### src/rtl/window_linebuffer.sv
// window_linebuffer: streaming KxK sliding-window generator.
//
// Pixels arrive in raster order. K-1 line delays of depth COLS feed window rows 0..K-2,
// and the live pixel feeds row K-1. A window is registered whenever the accepted pixel
// completes a full KxK neighbourhood inside the current row band. Windows are not
// emitted for col < K-1, so they never straddle a row wrap.
//
// Optional build macro: WINDOW_LB_STRIDE2_EN. When it is defined, stride 2 is used:
// only windows with an even top-left row and column are emitted, and win_row/win_col
// give the strided index.
//
// Ports:
//   clk, rst_n           clock, async active-low reset
//   in_valid/in_ready    pixel handshake; in_ready = !win_valid || win_ready
//   in_data              pixel, BIT_DEPTH bits
//   flush                synchronous frame-position restart (dominates accept)
//   win_valid/win_ready  window handshake
//   win_data             element (r,c) at [(r*K+c)*BIT_DEPTH +: BIT_DEPTH], r=0 is the top row
//   win_row/win_col      top-left coordinate of the window
//   frame_done           one-cycle pulse after the last pixel of a frame is accepted
module window_linebuffer #(
   parameter int unsigned BIT_DEPTH = 8,
   parameter int unsigned COLS      = 28,
   parameter int unsigned ROWS      = 28,
   parameter int unsigned K         = 3
) (
   input  logic                         clk,
   input  logic                         rst_n,
   input  logic                         in_valid,
   output logic                         in_ready,
   input  logic [BIT_DEPTH-1:0]         in_data,
   input  logic                         flush,
   output logic                         win_valid,
   input  logic                         win_ready,
   output logic [K*K*BIT_DEPTH-1:0]     win_data,
   output logic [$clog2(ROWS)-1:0]      win_row,
   output logic [$clog2(COLS)-1:0]      win_col,
   output logic                         frame_done
);

   localparam int unsigned ColW = $clog2(COLS);
   localparam int unsigned RowW = $clog2(ROWS);
   localparam logic [ColW-1:0] ColLast = ColW'(COLS - 1);
   localparam logic [RowW-1:0] RowLast = RowW'(ROWS - 1);
   localparam logic [ColW-1:0] ColOff  = ColW'(K - 1);
   localparam logic [RowW-1:0] RowOff  = RowW'(K - 1);

   logic [ColW-1:0]      col_q, col_d;
   logic [RowW-1:0]      row_q, row_d;
   logic                 win_valid_q, win_valid_d;
   logic [RowW-1:0]      win_row_q, win_row_d;
   logic [ColW-1:0]      win_col_q, win_col_d;
   logic                 frame_done_q, frame_done_d;
   logic [BIT_DEPTH-1:0] win_q [K][K];

   // Line delays are addressed by the column counter, so each entry is read exactly
   // COLS accepts after it was written. They are not reset.
   logic [BIT_DEPTH-1:0] line_mem [K-1][COLS];
   logic [BIT_DEPTH-1:0] tap [K];

   logic            acc, take, emit, in_window;
   logic            col_last, row_last;
   logic [ColW-1:0] col_diff;
   logic [RowW-1:0] row_diff;

   assign in_ready = !win_valid_q || win_ready;
   assign acc      = in_valid && in_ready;
   assign take     = acc && !flush;  // flush drops a coincident pixel
   assign col_last = (col_q == ColLast);
   assign row_last = (row_q == RowLast);
   assign col_diff = col_q - ColOff;
   assign row_diff = row_q - RowOff;
   assign in_window = (row_q >= RowOff) && (col_q >= ColOff);

`ifdef WINDOW_LB_STRIDE2_EN
   assign emit      = in_window && !row_diff[0] && !col_diff[0];
   assign win_row_d = row_diff >> 1;
   assign win_col_d = col_diff >> 1;
`else
   assign emit      = in_window;
   assign win_row_d = row_diff;
   assign win_col_d = col_diff;
`endif

   always_comb begin
      for (int i = 0; i < int'(K); i++) tap[i] = '0;
      for (int i = 0; i < int'(K) - 1; i++) tap[i] = line_mem[i][col_q];
      tap[K-1] = in_data;
   end

   always_comb begin
      col_d = col_q;
      row_d = row_q;
      if (flush) begin
         col_d = '0;
         row_d = '0;
      end else if (acc) begin
         if (col_last) begin
            col_d = '0;
            row_d = row_last ? '0 : row_q + RowW'(1);
         end else begin
            col_d = col_q + ColW'(1);
         end
      end
   end

   always_comb begin
      win_valid_d = win_valid_q;
      if (flush) begin
         win_valid_d = 1'b0;
      end else if (take) begin
         win_valid_d = emit;
      end else if (win_ready) begin
         win_valid_d = 1'b0;
      end
      frame_done_d = take && col_last && row_last;
   end

   always_ff @(posedge clk or negedge rst_n) begin
      if (!rst_n) begin
         col_q        <= '0;
         row_q        <= '0;
         win_valid_q  <= 1'b0;
         win_row_q    <= '0;
         win_col_q    <= '0;
         frame_done_q <= 1'b0;
         for (int r = 0; r < int'(K); r++) begin
            for (int c = 0; c < int'(K); c++) win_q[r][c] <= '0;
         end
      end else begin
         col_q        <= col_d;
         row_q        <= row_d;
         win_valid_q  <= win_valid_d;
         frame_done_q <= frame_done_d;
         if (take && emit) begin
            win_row_q <= win_row_d;
            win_col_q <= win_col_d;
         end
         // Window registers only move on a real accept, so a stalled window holds.
         if (take) begin
            for (int r = 0; r < int'(K); r++) begin
               for (int c = 0; c < int'(K) - 1; c++) win_q[r][c] <= win_q[r][c+1];
               win_q[r][K-1] <= tap[r];
            end
         end
      end
   end

   // Each line delay hands its oldest entry to the one above it.
   always_ff @(posedge clk) begin
      if (take) begin
         line_mem[K-2][col_q] <= in_data;
         for (int i = 0; i < int'(K) - 2; i++) line_mem[i][col_q] <= line_mem[i+1][col_q];
      end
   end

   always_comb begin
      win_data = '0;
      for (int r = 0; r < int'(K); r++) begin
         for (int c = 0; c < int'(K); c++) begin
            win_data[(r*int'(K)+c)*int'(BIT_DEPTH) +: BIT_DEPTH] = win_q[r][c];
         end
      end
   end

   assign win_valid  = win_valid_q;
   assign win_row    = win_row_q;
   assign win_col    = win_col_q;
   assign frame_done = frame_done_q;

endmodule

### config.mk
export PLATFORM = sky130hd
export DESIGN_NAME = window_linebuffer
export DESIGN_NICKNAME = d
export VERILOG_FILES = /design/src/rtl/window_linebuffer.sv
export SDC_FILE = /design/constraint.sdc
export NUM_CORES = 1
export LEC_CHECK = 0
export ABC_CLOCK_PERIOD_IN_PS = 4700
export CAP_MARGIN = 20
export CELL_PAD_IN_SITES_DETAIL_PLACEMENT = 1
export CELL_PAD_IN_SITES_GLOBAL_PLACEMENT = 2
export CORE_MARGIN = 2
export CORE_UTILIZATION = 45
export CTS_CLUSTER_SIZE = 40
export DETAILED_ROUTE_END_ITERATION = 10
export PLACE_DENSITY_LB_ADDON = 0.08
export SETUP_SLACK_MARGIN = 0.15
export SLEW_MARGIN = 20
export SYNTH_ARGS = -nofsm -noshare
export SYNTH_HDL_FRONTEND = slang
export SYNTH_SLANG_ARGS = --single-unit
### constraint.sdc
create_clock -name clk -period 4.7 [get_ports clk]
set_input_delay 0.47 -clock clk [delete_from_list [all_inputs] [get_ports clk]]
set_output_delay 0.47 -clock clk [all_outputs]
set_load 0.02 [all_outputs]
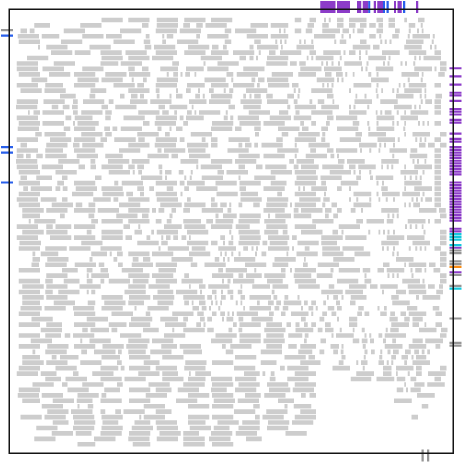
(ports around the boundary)
Scale: 2 px per µm. Pins as bars across the die edge, other pins in gray.
legend:
  blue:
    port: in_data
    pins: 8
    direction: input
    edge: 4 left, 4 top
  purple:
    port: win_data
    pins: 72
    direction: output
    edge: 44 right, 28 top
  cyan:
    port: win_col
    pins: 5
    direction: output
    edge: right
  orange:
    port: win_ready
    pins: 1
    direction: input
    edge: right
all pins by edge: 59 right, 32 top, 5 left, 2 bottom

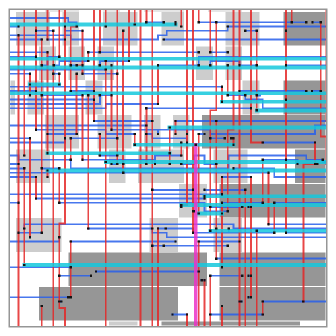
(layout detail)
Region (98, 54) to (123, 79) µm. Cells in gray, sequential cells in the stronger gray; small squares are vias.
legend:
  blue:
    layer: metal 1
  magenta:
    layer: metal 4
  cyan:
    layer: metal 3
  red:
    layer: metal 2
sequential cells in the window: 6
cells with their middle in the window: 31
netlist names of flops here include: line_mem (6)

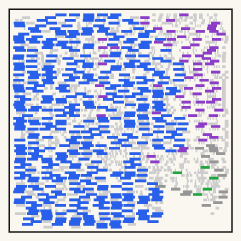
(where the registers sit)
Scale: 1 px per µm. Other sequential cells in the stronger gray, the rest of the logic in the fainter gray.
legend:
  green:
    signal: row_q
    flops: 5
    where: bottom right
  purple:
    signal: win_data
    flops: 72
  blue:
    signal: line_mem
    flops: 448
Final Util: 0.533
seq pwr: 5.50 mW
register area: 15800 µm²

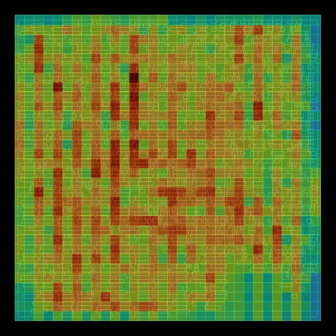
(track usage over the die)
gr usage total: 0.228
GR peak layer: met2
met3 Use GR: 0.0461
GRT met2 Usage: 0.354
routed length per instance: 27.0 µm

==> metrics.yaml <==
criticalPathCategory: "reg2reg"
clk_path_buf_depth: 3
finalNonFillerCells: 2052
cts_buffers: 55
synth_cell_types: 57
powerClk_mw: 4.20
pwr-share-clk: 0.393
fin_ws_ns: 1.44
worstPathMaxFanout: 48
inverters: 12
switching_share: 0.237
max_slew_margin: 0.282
dp_hpwl_um: 35200
reg2reg_slack_ns: 1.44
clk_share: 0.0685
buf_share: 0.0603
synthXorXnorAreaFrac: 0.00165
cts.sinks: 542
lay_top_cells: "edfxtp_1, nand2_1, mux2i_1"
post-cts-setup-buffer-count: 0
timing_worst_slew_pin_value_ns: 1.07
slew_viol_final: 0
firstDrtPassIters: 5
ir_worst_vdd_uv: 310
hp-start: "in_data[1]"
compound_area_frac: 0.0412
syn_area_um2: 21200
mi_logic_area_um2: 5020
reg2reg_to: "line_mem[0][102]"
rsz0062_at_grt: "no"
cts.clk_slew.worst_paths_ns: 0.06
fp_nets: 1277
ys.flop_type: "edfxtp_1"
critical_path_buf_inv_count: 3
ys_seq_frac: 0.744
num-nonclk-buffers: 160
leakagePower_nw: 8.63
cp_common_cell: "buf_4"
cts_max_level: 2
top_register: "line_mem"
yosys_warnings: 0
overflow: 0
dp_slack_ns: 1.12
m1WireLength_um: 24900
grt_pass1_wl_um: 81900
synth.area.top_cells: "edfxtp_1, dfrtp_1, mux4_2"
coreArea_um2: 46600
finalHoldWorstSlack_ns: 0.375
top_area_cell: "edfxtp_1"
fill_cells: 4316
async_flop_share: 0.173
status: "finished clean"
cts_tree: "built"
fin_nets: 1425
grt_pass1_vias: 12100
Power and IR drop assume default switching activity.
